File: src/rtl/rsa_uart_tx_framer_pkg.sv
// Shared framing definitions for the RSA UART byte path: state encoding,
// default sync byte and the LEN byte derived from the word size.
package rsa_uart_tx_framer_pkg;

    localparam logic [7:0] DEFAULT_SYNC_BYTE = 8'hA5;

    localparam logic [2:0] ST_IDLE = 3'd0;
    localparam logic [2:0] ST_SYNC = 3'd1;
    localparam logic [2:0] ST_LEN  = 3'd2;
    localparam logic [2:0] ST_DATA = 3'd3;
    localparam logic [2:0] ST_CSUM = 3'd4;

    // LEN byte is the payload byte count; exact for every legal word size.
    function automatic logic [7:0] frame_len(input int word_size);
        int nbytes;
        nbytes = word_size / 8;
        return nbytes[7:0];
    endfunction

endpackage

File: src/rtl/rsa_uart_tx_framer.sv
// Serialises one result word per handshake into a SYNC/LEN/payload/CSUM byte
// frame written MSB-first into the UART TX FIFO.
module rsa_uart_tx_framer
    import rsa_uart_tx_framer_pkg::*;
#(
    parameter int         WordSize        = 32,
    parameter logic [7:0] SYNC_BYTE       = DEFAULT_SYNC_BYTE,
    parameter bit         ENABLE_CHECKSUM = 1'b1
) (
    input  logic                i_clk,
    input  logic                i_reset,
    input  logic [WordSize-1:0] i_word_in,
    input  logic                i_word_valid,
    output logic                o_word_ready,
    input  logic                i_tx_full,
    output logic [7:0]          o_w_data,
    output logic                o_wr_uart,
    output logic                o_busy,
    output logic                o_frame_done
);

    localparam int              NBYTES   = WordSize / 8;
    localparam int              CW       = (NBYTES > 1) ? $clog2(NBYTES) : 1;
    localparam logic [7:0]      LEN      = frame_len(WordSize);
    localparam logic [CW-1:0]   CNT_INIT = CW'(NBYTES - 1);

    if ((WordSize % 8) != 0 || WordSize < 8 || WordSize > 2040) begin : g_bad_word_size
        $error("rsa_uart_tx_framer: WordSize must be a multiple of 8 in 8..2040");
    end

    logic [2:0]          r_state;
    logic [WordSize-1:0] r_shreg;
    logic [7:0]          r_csum;
    logic [CW-1:0]       r_cnt;
    logic                r_frame_done;

    logic       w_idle;
    logic       w_accept;
    logic       w_wr;
    logic [7:0] w_cur_byte;
    logic [7:0] w_data;

    assign w_idle     = (r_state == ST_IDLE);
    assign w_accept   = i_word_valid & w_idle;
    assign w_wr       = !w_idle & !i_tx_full;
    assign w_cur_byte = r_shreg[WordSize-1 -: 8];

    always_comb begin
        w_data = 8'h00;
        case (r_state)
            ST_SYNC: w_data = SYNC_BYTE;
            ST_LEN:  w_data = LEN;
            ST_DATA: w_data = w_cur_byte;
            ST_CSUM: w_data = r_csum;
            default: w_data = 8'h00;
        endcase
    end

    // Every state transition out of a byte state is gated on an actual FIFO write,
    // so a stall simply freezes the FSM with the pending byte on the bus.
    always_ff @(posedge i_clk or posedge i_reset) begin
        if (i_reset) begin
            r_state      <= ST_IDLE;
            r_shreg      <= '0;
            r_csum       <= 8'h00;
            r_cnt        <= '0;
            r_frame_done <= 1'b0;
        end else begin
            r_frame_done <= 1'b0;
            case (r_state)
                ST_IDLE: begin
                    if (w_accept) begin
                        r_shreg <= i_word_in;
                        r_cnt   <= CNT_INIT;
                        r_csum  <= LEN;
                        r_state <= ST_SYNC;
                    end
                end
                ST_SYNC: if (w_wr) r_state <= ST_LEN;
                ST_LEN:  if (w_wr) r_state <= ST_DATA;
                ST_DATA: begin
                    if (w_wr) begin
                        r_shreg <= r_shreg << 8;
                        r_csum  <= r_csum ^ w_cur_byte;
                        r_cnt   <= r_cnt - 1'b1;
                        if (r_cnt == '0) begin
                            if (ENABLE_CHECKSUM) begin
                                r_state <= ST_CSUM;
                            end else begin
                                r_state      <= ST_IDLE;
                                r_frame_done <= 1'b1;
                            end
                        end
                    end
                end
                ST_CSUM: begin
                    if (w_wr) begin
                        r_state      <= ST_IDLE;
                        r_frame_done <= 1'b1;
                    end
                end
                default: r_state <= ST_IDLE;
            endcase
        end
    end

    assign o_word_ready = w_idle;
    assign o_wr_uart    = w_wr;
    assign o_w_data     = w_data;
    assign o_busy       = !w_idle;
    assign o_frame_done = r_frame_done;

endmodule

File: config.mk
export PLATFORM = sky130hd
export DESIGN_NAME = rsa_uart_tx_framer
export DESIGN_NICKNAME = d
export VERILOG_FILES = /design/src/rtl/rsa_uart_tx_framer_pkg.sv /design/src/rtl/rsa_uart_tx_framer.sv
export SDC_FILE = /design/constraint.sdc
export NUM_CORES = 1
export LEC_CHECK = 0
export ABC_AREA = 1
export CAP_MARGIN = 20
export CORE_UTILIZATION = 52
export DETAILED_ROUTE_END_ITERATION = 10
export PLACE_DENSITY_LB_ADDON = 0.2
export SLEW_MARGIN = 30
export SYNTH_ARGS = -nofsm -noshare
export SYNTH_HDL_FRONTEND = slang
export SYNTH_SLANG_ARGS = --single-unit
File: constraint.sdc
create_clock -name i_clk -period 1.53 [get_ports i_clk]
set_input_delay 0.306 -clock i_clk [delete_from_list [all_inputs] [get_ports i_clk]]
set_output_delay 0.306 -clock i_clk [all_outputs]
set_load 0.02 [all_outputs]
Figure 1. M4 wires (run 1).
Drawn at 6 px/um. Cells faint in the background.
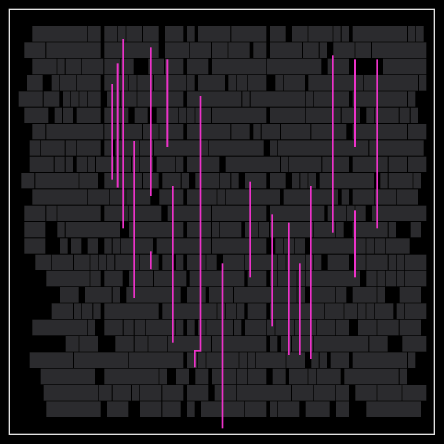
nets with wire on the layer: 19
longest straight run: 42.3 um
share of all routed wire: 4.7%
main direction: vertical
total wirelength of the detailed-routed design: 8.90 mm
via count: 2575

Figure 2. Clock distribution (run 1).
Drawn at 4 px/um.
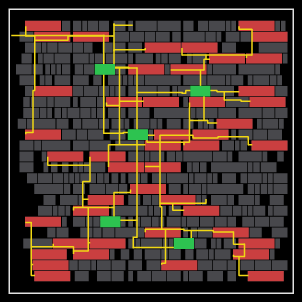
[yellow] clock wires | length: 600 um
[green] cells driving clock nets | count: 5
[red] flip-flops | count: 46
routed clock nets: 6
flops lie: spread over the die
Clk pwr share: 8.5%
worst-skew pair later-pin latency: 310 ps
Worst Skew: 7.87 ps
Clock Power: 0.000740 W

Figure 3. Signal wires by layer (run 1).
Drawn at 6 px/um.
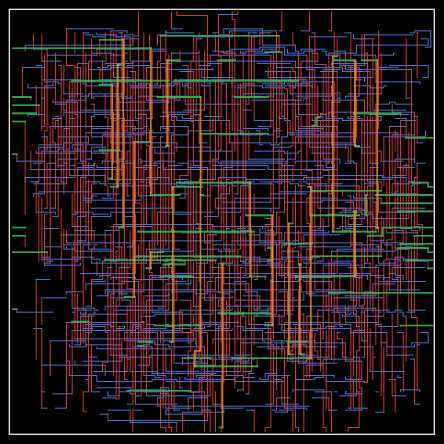
[blue] met1 | wire length: 3390 um
[red] met2 | wire length: 4610 um
[green] met3 | wire length: 482 um
[orange] met4 | wire length: 415 um
GR Util All Layers: 27.0%
drt wl/cell: 20.2 um

Figure 4. Close-up of the layout (run 1).
Window x 43 to 63, y 8 to 28 um. Cells in gray, sequential cells in the stronger gray; small squares are vias.
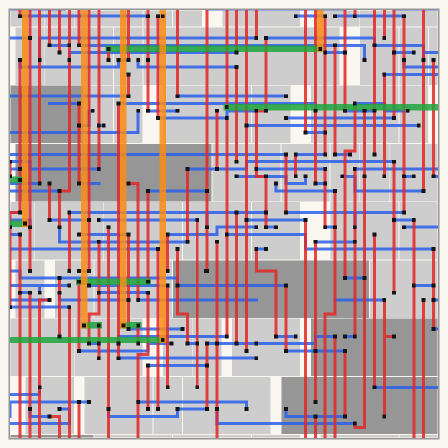
[blue] met1
[green] met3
[orange] met4
[red] met2
cells with their middle in the window: 40
sequential cells in the window: 4
netlist names of flops here include: r_shreg (4)
most frequent: o21ai_2 (10), nand2_1 (8)

==> impl_metrics.py, run 1 <==
# Physical implementation metrics
metrics = {
    "worst_setup_path": {
        "critical_path_class": "register to primary output",
        "worst_r2r_startpoint": "r_state[1]",
        "cp_startpoint_kind": "register",
        "timing.reg2reg.worst_path_depth": 9,
        "crit_path_max_fanout": 3,
        "arrival_time_worst_endpoint_ps": 1460,
        "endpoint_kind": "primary output",
        "regToRegSetupSlack_ps": -180,
        "cp.required_ps": 1220,
        "regToRegEndpoint": "r_shreg[30]",
    },
    "clock_tree": {
        "cts_inserted_buffers": 5,
        "cts-htree-levels": 2,
        "cts_tree": "built",
        "cts_hold_buffers": 0,
        "clk_pin_slew_worst_paths_ps": 80,
        "cts_root_buf": "clkbuf_8",
        "cts.path.max_buffers": 2,
        "numClockSinks": 46,
    },
    "detailed_routing": {
        "per_cell_via_count_in_the_routed_design": 5.84,
        "drc_errors": 4,
        "drt.antenna.violating_nets": 0,
        "detailedRoute.firstPassIterationCount": 7,
        "drt-initial-drc-count": 214,
    },
    "finish": {
        "layout-drive-gt1-share_pct": 44.7,
        "layout.nets": 426,
        "final_design_area_no_fill_sq_mm": 0.00399,
        "antennaDiodeCount": 0,
        "num-fill-cells": 170,
        "area_delta_synth_final_pct": 62.8,
    },
    "timing": {
        "hold_viol": 0,
        "grt_setup_unrepaired": "true",
        "transition_at_the_pin_with_the_smallest_max_transition_slack_ps": 334,
        "final.min_clock_period_ps": 1760,
        "maxSlewViolCount": 0,
        "post-route-worst-setup-slack_ps": -231,
        "totalNegativeSetupSlack_ps": -6110,
        "final.period_utilization_pct": 115,
        "fmax_mhz": 568,
        "count_of_endpoints_failing_setup_in_the_final_report": 56,
        "timing.slew.headroom_pct": 77.7,
    },
    "die": {
        "std_cell_rows": 24,
        "io-pin-count": 48,
        "chipHeight_um": 70.6,
        "initCoreUtil_pct": 55.1,
        "fp.coreArea_sq_mm": 0.00444,
        "chip_area_sq_mm": 0.00499,
        "die_width_um": 70.6,
    },
    "synth": {
        "synthArstFlopShare_pct": 100,
        "synth_area_per_cell_sq_um": 8.13,
        "synth_largest_type_area_fraction_pct": 47.0,
        "netlist_top_cells_area": "dfrtp_1, nand2_1, o21ai_1, inv_1, o21ai_2",
        "synth-seq-cells": 46,
        "ys_chip_area_sq_mm": 0.00245,
        "edf_count": 0,
        "mappedNetlistArea_sq_mm": 0.00245,
        "ff_type": "dfrtp_1",
        "fp_nets": 338,
        "yosysWarningCount": 0,
        "synth_cell_type_count": 24,
        "synth-cells-yosys": 301,
        "yosysTopAreaCell": "dfrtp_1",
        "synth.yosys.seq_area_share_pct": 47.0,
        "syn-instance-count": 301,
    },
    "status": {
        "status": "finished with violations",
        "failed_checks": "design-rule violations, negative setup slack",
    },
    "power": {
        "p_per_area_mw_per_mm2": 2170,
        "totalPowerFinal_w": 0.00866,
        "peakVddDrop_v": 0.00186,
        "power_leakage_nw": 1.88,
    },
    "global_routing": {
        "total_congestion_overflow": 0,
        "antenna_found_initial": 0,
        "global_route_wire_length_before_repair_mm": 10.6,
        "via_count_of_the_first_global_routing_pass": 2338,
        "grt_max_degree": 50,
    },
    "hold_path": {
        "holdCritPathClass": "input port to async pin",
    },
    "job": {
        "max_cap_violations": 0,
        "warnings": 29,
    },
    "place": {
        "port-buffer-count": 47,
        "dpl.hpwl_mm": 3.95,
        "place.gp.congestion": 0.808,
        "placement.cell_area_sq_mm": 0.00313,
    },
}
==> run 1: power by group <==
group	switching, W	internal, W
sequential	0.000258	0.00178
combinational	0.00333	0.00255
clock	0.000424	0.000316
total	0.00401	0.00465
==> run 1: flip-flops by register name (all words and copies together), names as in the netlist <==
name / flops
r_shreg: 32
r_csum: 8
r_state: 3
r_cnt: 2
o_frame_done: 1
==> run 1: worst max-delay path: stages, from the launching register on <==
cell and delay [ps]:
dfrtp_1 430, buf_6 150, inv_2 80, nand3_2 90
buf_4 170, o221ai_2 60, buf_4 170
==> run 1: cell usage after synthesis (2+ instances only) <==
library cell,count
nand4_1,2
o21ai_2,18
buf_2,5
o22ai_1,4
o21ai_1,48
buf_6,6
nand3_1,7
nor2_1,4
inv_2,3
inv_1,54
nand2_2,9
buf_4,3
nor3_1,14
nand2_4,2
dfrtp_1,46
nand2_1,65
o21ai_0,2
o221ai_1,3
==> run 1: timing repair <==
item | in CTS | in global routing
setup buffers | 3 | 9
endpoints found under the setup margin | 55 | 55
pin swaps | 5 | 11
resized | 94 | 97
cloned | 0 | 8
==> run 1: how the worst max path moves through the flow <==
stage                           from          end  slack (ps)  cells past startpoint
after global routing      r_state[1]  o_w_data[0]        -270                      6
after global placement    r_state[0]  o_w_data[4]        -350                      4
after detailed placement  r_state[0]  o_w_data[3]        -430                      4
final                     r_state[1]  o_w_data[0]        -230                      6
after CTS                 r_state[0]  o_w_data[2]        -160                      7
after floorplan           r_state[0]  o_w_data[1]        -110                      6
==> run 1: stage by stage <==
step / util (%) / hold WS [ps] / std cells / setup slack [ps]
after floorplan: - / 372 / 301 / -107
after global placement: 70.4 / 499 / 415 / -354
after detailed placement: 70.4 / 504 / 415 / -432
after CTS: 75.5 / 384 / 425 / -157
after global routing: 89.7 / 401 / 441 / -273
final: 89.7 / 365 / 441 / -231
==> run 1: metal layers <==
layer	wire length, um	track usage [%]
met1	3390	35.6
met2	4610	43.7
met3	482	5.27
met4	415	12.4
met5	0	0
==> run 1: layout by cell type (no fill, tap or decap), drive strengths merged, types with 3 or more instances in the layout <==
master and n:
inv 57, nand3 7, o221ai 3, o21ai 68
buf 52, clkdlybuf4s50 35, nand2 77, clkbuf 13
nor2 6, nor3 15, o22ai 4, dfrtp 46
==> run 1: cell type report <==
cell class	count	area [sq um]	area share (%)
clock buffer	7	76.3	1.92
inverter	57	226	5.68
multi-input combinational	185	1400	35.1
sequential	46	1150	28.9
tap	52	65.1	1.63
timing repair buffer	94	1070	26.8
==> run 1: kinds of logic after synthesis <==
| logic type | after synthesis | synth area share, % |
|---|---|---|
| and+or+nand+nor | 107 | 20.0 |
| AOI/OAI and AO/OA | 76 | 19.0 |
| buffers and inverters | 71 | 13.4 |
| adders and majority gates | 1 | 0.511 |
| DFF | 46 | 47.0 |
--- run 2 (diff from run 1) ---
--- a/config.mk
+++ b/config.mk
@@ -6,7 +6,6 @@
 export NUM_CORES = 1
 export LEC_CHECK = 0
 export ABC_AREA = 1
-export CAP_MARGIN = 20
 export CORE_UTILIZATION = 52
 export DETAILED_ROUTE_END_ITERATION = 10
 export PLACE_DENSITY_LB_ADDON = 0.2
Figure 5. Clock distribution (run 2).
Drawn at 4 px/um.
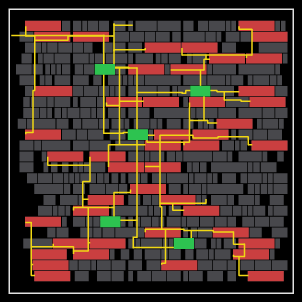
[yellow] clock wires | length: 600 um
[red] flip-flops | count: 46
[green] cells driving clock nets | count: 5
flops lie: spread over the die
routed clock nets: 6

Figure 6. M4 wires (run 2).
Drawn at 6 px/um. Cells faint in the background.
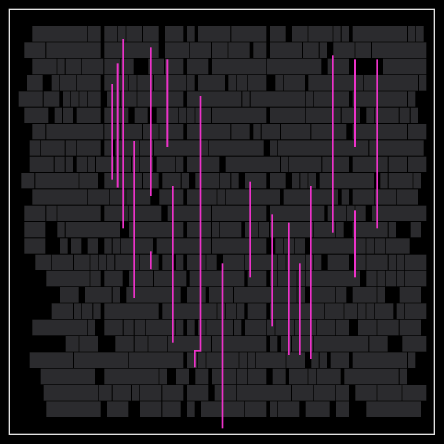
share of all routed wire: 4.7%
longest straight run: 42.3 um

Figure 7. Signal wires by layer (run 2).
Drawn at 6 px/um.
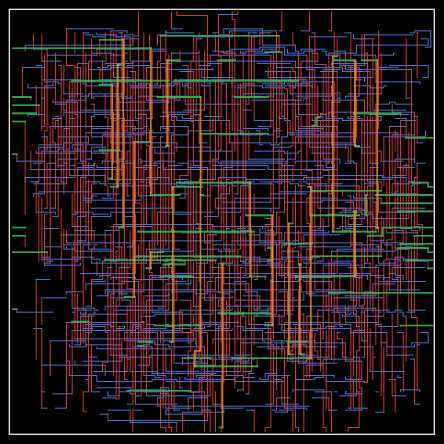
[green] met3 | wire length: 482 um
[blue] met1 | wire length: 3390 um
[red] met2 | wire length: 4610 um
[orange] met4 | wire length: 415 um

==> impl_metrics.py, run 2 <==
# Physical implementation metrics
metrics = {
    "finish": {
        "layout.cells.most_common_list": "inv_1, dfrtp_1, nand2_1",
        "layout.core_utilization_pct": 89.7,
        "most_numerous_logic_cell_after_layout": "inv_1",
        "antennaDiodeCount": 0,
        "biggestRegsByFlops": "r_shreg: 32 flops, r_csum: 8 flops, r_state: 3 flops",
        "area_delta_synth_final_pct": 62.8,
        "layout.nets": 426,
        "layout-drive-gt1-share_pct": 44.7,
    },
    "timing": {
        "count_of_endpoints_failing_setup_in_the_final_report": 56,
        "clock-skew-final_ps": 7.87,
        "maxSlewViolCount": 0,
        "hold_viol": 0,
        "holdWs_ps": 365,
        "final.period_utilization_pct": 115,
        "post-route-worst-setup-slack_ps": -231,
        "timing.slew.headroom_pct": 77.7,
        "final.min_clock_period_ps": 1760,
        "transition_at_the_pin_with_the_smallest_max_transition_slack_ps": 334,
    },
    "worst_setup_path": {
        "regToRegEndpoint": "r_shreg[30]",
        "cp_slowest_stage_delay_ps": 430,
        "cp_startpoint_kind": "register",
        "slowest_stage": "dfrtp_1",
        "timing.reg2reg.worst_path_depth": 9,
        "crit_path_cell_chain": "buf_6, inv_2, nand3_2, buf_4, o221ai_2, buf_4",
        "cp.required_ps": 1220,
    },
    "status": {
        "status": "finished with violations",
        "failed_checks": "design-rule violations, negative setup slack",
    },
    "synth": {
        "cell_types_with_the_highest_counts_after_synthesis": "nand2_1, inv_1, o21ai_1",
        "yosysWarningCount": 0,
        "fp_nets": 338,
        "synthArstFlopShare_pct": 100,
        "synth-seq-cells": 46,
        "synth_area_per_cell_sq_um": 8.13,
        "edf_count": 0,
        "synth_cell_type_count": 24,
        "syn-instance-count": 301,
        "ys_chip_area_sq_mm": 0.00245,
        "yosysTopAreaCell": "dfrtp_1",
        "synth-cells-yosys": 301,
    },
    "power": {
        "totalPowerFinal_w": 0.00866,
        "p_per_area_mw_per_mm2": 2170,
        "power_leakage_nw": 1.88,
    },
    "clock_tree": {
        "numClockSinks": 46,
        "clk_pin_slew_worst_paths_ps": 80,
        "cts-htree-levels": 2,
        "cts.path.max_buffers": 2,
    },
    "global_routing": {
        "grt.total_usage_pct": 27.0,
        "grt_max_degree": 50,
        "globalRouteMet2Util_pct": 43.7,
        "global_route_wire_length_before_repair_mm": 10.6,
        "met1_usage_pct": 35.6,
        "total_congestion_overflow": 0,
        "via_count_of_the_first_global_routing_pass": 2338,
        "gr_util_met3_pct": 5.27,
        "grt_most_used_layer": "met2",
        "antenna_found_initial": 0,
    },
    "hold_path": {
        "holdCritPathClass": "input port to async pin",
    },
    "die": {
        "initCoreUtil_pct": 55.1,
        "die_width_um": 70.6,
        "chip_area_sq_mm": 0.00499,
        "std_cell_rows": 24,
        "fp.coreArea_sq_mm": 0.00444,
    },
    "job": {
        "warnings": 29,
        "max_cap_violations": 0,
    },
    "detailed_routing": {
        "drt.antenna.violating_nets": 0,
        "per_cell_via_count_in_the_routed_design": 5.84,
        "drt-initial-drc-count": 214,
        "drc_errors": 4,
    },
    "place": {
        "place.gp.congestion": 0.808,
        "dpl.hpwl_mm": 3.95,
        "port-buffer-count": 47,
    },
}
==> run 2: cell counts in the layout (fill, tap and decap cells not counted) <==
No cell type changed its count.
==> run 2: cell families after synthesis <==
family	Yosys count	share of synthesized area (%)
AOI/OAI and AO/OA	76	19.0
buffers and inverters	71	13.4
adders and majority gates	1	0.511
and+or+nand+nor	107	20.0
DFF	46	47.0
==> run 2: area by class of cell <==
class / instances / area (sq um)
Multi-Input combinational cell: 185 / 1400
Sequential cell: 46 / 1150
Timing Repair Buffer: 94 / 1070
Fill cell: 170 / 459
Inverter: 57 / 226
Clock buffer: 7 / 76.3
Tap cell: 52 / 65.1
==> run 2: stage by stage <==
step,setup TNS [ps],std cells,setup slack (ps),instance area [sq um]
6_report,-6110,441,-231,3990
5_1_grt,-8720,441,-273,3990
4_1_cts,-1870,425,-157,3350
3_5_place_dp,-8940,415,-432,3130
3_3_place_gp,-7800,415,-354,3130
2_1_floorplan,-471,301,-107,2470
==> run 2: worst max-delay path: cells and delay by family (launching register included) <==
| family | cells | cell delay [ps] |
|---|---|---|
| simple gates | 1 | 90 |
| compound gates | 1 | 60 |
| buf+inv | 4 | 570 |
| flops | 1 | 430 |
==> run 2: report_power, final <==
| part | internal (W) | leakage [nW] | switching [W] | total (W) |
|---|---|---|---|---|
| combinational | 0.00255 | 1.27 | 0.00333 | 0.00589 |
| clock | 0.000316 | 0.0383 | 0.000424 | 0.000740 |
| sequential | 0.00178 | 0.576 | 0.000258 | 0.00204 |
| total | 0.00465 | 1.88 | 0.00401 | 0.00866 |
==> run 2: repair_timing <==
| action | CTS | global route |
|---|---|---|
| buffers inserted | 3 | 9 |
| endpoints found under the setup margin | 55 | 55 |
| pin swaps | 5 | 11 |
| gates resized | 94 | 97 |
| cloned | 0 | 8 |
==> run 2: per-layer routing <==
metal  routed length (um)  share of wire [%]
met1                 3390                 38
met2                 4610                 52
met3                  482                5.4
met4                  415                4.7
met5                    0                  0
==> run 2: worst min path at each step <==
| stage | from | endpoint | slack [ps] | cells after the start |
|---|---|---|---|---|
| finish | i_reset | r_csum[4] | 360 | 3 |
| global placement | r_shreg[15] | r_shreg[15] | 500 | 2 |
| floorplan | i_tx_full | o_frame_done | 370 | 1 |
| global route | i_reset | r_csum[0] | 400 | 3 |
| detailed placement | r_shreg[0] | r_shreg[0] | 500 | 2 |
| CTS | i_reset | r_shreg[29] | 380 | 3 |
--- run 3 (diff from run 2) ---
--- a/config.mk
+++ b/config.mk
@@ -6,8 +6,10 @@
 export NUM_CORES = 1
 export LEC_CHECK = 0
 export ABC_AREA = 1
+export CORE_MARGIN = 2
 export CORE_UTILIZATION = 52
 export DETAILED_ROUTE_END_ITERATION = 10
+export GPL_ROUTABILITY_DRIVEN = 0
 export PLACE_DENSITY_LB_ADDON = 0.2
 export SLEW_MARGIN = 30
 export SYNTH_ARGS = -nofsm -noshare
Figure 8. Clock distribution (run 3).
Drawn at 4 px/um.
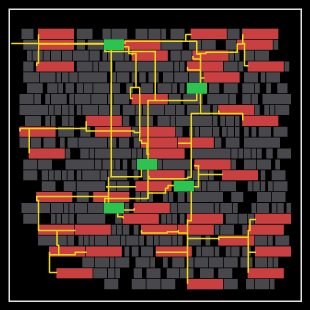
[green] cells driving clock nets | count: 5
[yellow] clock wires | length: 566 um
[red] flip-flops | count: 46
flops lie: spread over the die
routed clock nets: 6
Clk pwr share: 9.2%
Clock Power: 0.000749 W
Worst Skew: 11.2 ps
worst-skew pair later-pin latency: 300 ps

Figure 9. Close-up of the layout (run 3).
Window x 44 to 64, y 8 to 28 um. Cells in gray, sequential cells in the stronger gray; small squares are vias.
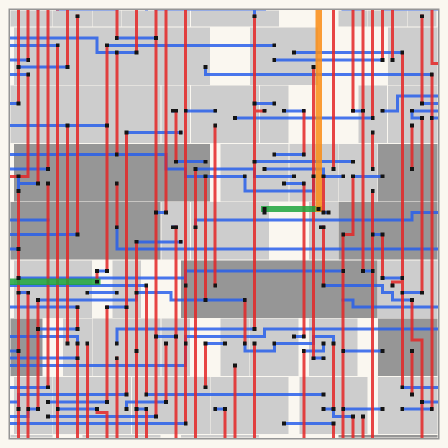
[blue] met1
[orange] met4
[green] met3
[red] met2
most frequent: o21ai_2 (8), nand2_1 (6), clkdlybuf4s50_1 (6)
netlist names of flops here include: r_shreg (4)
cells with their middle in the window: 34
sequential cells in the window: 4

Figure 10. Track usage over the die (run 3).
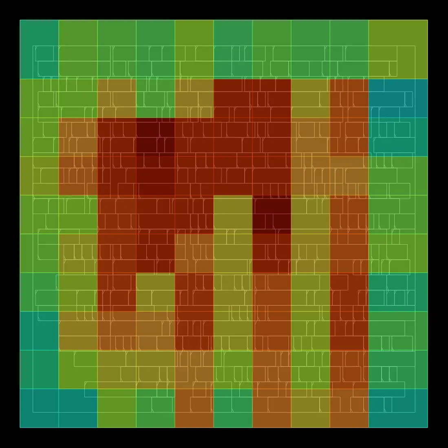
Final Util: 84.1%
GR Util met3: 4.56%
met2 capacity usage during global routing: 44.1%

==> impl_metrics.py, run 3 <==
# Physical implementation metrics
metrics = {
    "global_routing": {
        "via_count_of_the_first_global_routing_pass": 2294,
        "grt_max_degree": 50,
        "antenna_found_initial": 0,
        "grt.total_usage_pct": 25.2,
    },
    "clock_tree": {
        "cts_inserted_buffers": 5,
        "cts_root_buf": "clkbuf_8",
    },
    "detailed_routing": {
        "detailedRoute.firstPassIterationCount": 5,
        "drt.antenna.violating_nets": 0,
        "route.layer.met1.wl_mm": 3.02,
        "top_layer_used": "met4",
        "per_cell_via_count_in_the_routed_design": 5.65,
    },
    "worst_setup_path": {
        "arrival_time_worst_endpoint_ps": 1450,
        "cell_class_contributing_the_biggest_share_of_worst_path_delay": "buffers and inverters",
        "endpoint_kind": "primary output",
        "worstPathBufferInverterCount": 3,
        "regToRegSetupSlack_ps": -110,
        "crit_path_max_fanout": 8,
        "worst_r2r_startpoint": "r_state[1]",
        "regToRegEndpoint": "r_shreg[30]",
    },
    "synth": {
        "synthArstFlopShare_pct": 100,
        "fp_nets": 338,
        "ff_type": "dfrtp_1",
        "ys_chip_area_sq_mm": 0.00245,
        "synth-seq-cells": 46,
        "syn-instance-count": 301,
        "mappedNetlistArea_sq_mm": 0.00245,
        "synth_cell_type_count": 24,
        "synth_area_per_cell_sq_um": 8.13,
        "synth.yosys.seq_area_share_pct": 47.0,
    },
    "finish": {
        "layout-drive-gt1-share_pct": 35.7,
        "largest_register_ffs": 32,
        "antennaDiodeCount": 0,
        "biggestRegsByFlops": "r_shreg: 32 flops, r_csum: 8 flops, r_state: 3 flops",
        "layout.cells.most_common_list": "nand2_1, inv_1, dfrtp_1",
    },
    "timing": {
        "final.min_clock_period_ps": 1760,
        "post-route-worst-setup-slack_ps": -226,
        "maxSlewViolCount": 0,
        "transition_at_the_pin_with_the_smallest_max_transition_slack_ps": 348,
        "count_of_endpoints_failing_setup_in_the_final_report": 44,
        "grt_setup_unrepaired": "true",
        "final.period_utilization_pct": 115,
    },
    "power": {
        "power_leakage_nw": 1.75,
        "p_per_area_mw_per_mm2": 2170,
    },
    "status": {
        "failed_checks": "negative setup slack",
        "status": "finished with violations",
    },
}
run 3: cell count changes in the layout (fill, tap and decap cells not counted), sizes merged:
cell,delta
buf,-8
run 3: report_power, final:
part | internal, W | total (W) | leakage, nW | switching, W
sequential | 0.00178 | 0.00201 | 0.576 | 0.000232
clock | 0.000349 | 0.000749 | 0.0431 | 0.000400
combinational | 0.00238 | 0.00537 | 1.13 | 0.00298
run 3: worst min-delay path, cell delays in order:
cell and delay [ps]:
clkdlybuf4s50_1 410, inv_2 70, buf_12 240
run 3: layout make-up:
type                       count  area, sq um
multi-input combinational    185         1220
timing repair buffer          87          992
inverter                      57          229
clock buffer                   6         82.6
fill                         245          704
sequential                    46         1150
tap                           52         65.1
run 3: cells by family (layout without fill, tap and decap cells):
| group | Yosys count | in the layout | share of synthesized area [%] |
|---|---|---|---|
| AND/OR/NAND/NOR | 107 | 108 | 20.0 |
| adder cells (fa/ha/maj) | 1 | 1 | 0.511 |
| flip-flops | 46 | 46 | 47.0 |
| AND-OR/OR-AND | 76 | 76 | 19.0 |
| buffers and inverters | 71 | 150 | 13.4 |
run 3: metrics by stage:
step / std cells / cell area (sq um) / setup TNS (ps) / hold WS, ps
after floorplan: 301 / 2470 / -471 / 372
after global placement: 411 / 3120 / -6670 / 500
after detailed placement: 411 / 3120 / -8120 / 506
after CTS: 420 / 3320 / -1550 / 369
after global routing: 433 / 3740 / -7010 / 385
final: 433 / 3740 / -3300 / 348
run 3: how the worst max path moves through the flow:
stage	depth (start not counted)	end	start	slack, ps
6_report	6	o_w_data[1]	r_state[0]	-230
3_5_place_dp	4	o_w_data[3]	r_state[0]	-430
2_1_floorplan	6	o_w_data[1]	r_state[0]	-110
4_1_cts	6	o_w_data[7]	r_state[0]	-190
5_1_grt	6	o_w_data[4]	r_state[0]	-280
3_3_place_gp	4	o_w_data[4]	r_state[0]	-340
run 3: metal layers:
layer  vias to the layer above  track usage (%)
met3                        19             4.56
li1                       1131                -
met1                      1176             31.1
met2                       121             44.1
met5                         -                0
met4                         0             8.64
run 3: repair_timing:
action	CTS	global route
gates resized	84	46
setup buffers	2	3
pin swaps	6	4
cloned	1	10
setup endpoints to repair	46	55
No activity file was given, so power comes from the tool's default toggle rates.
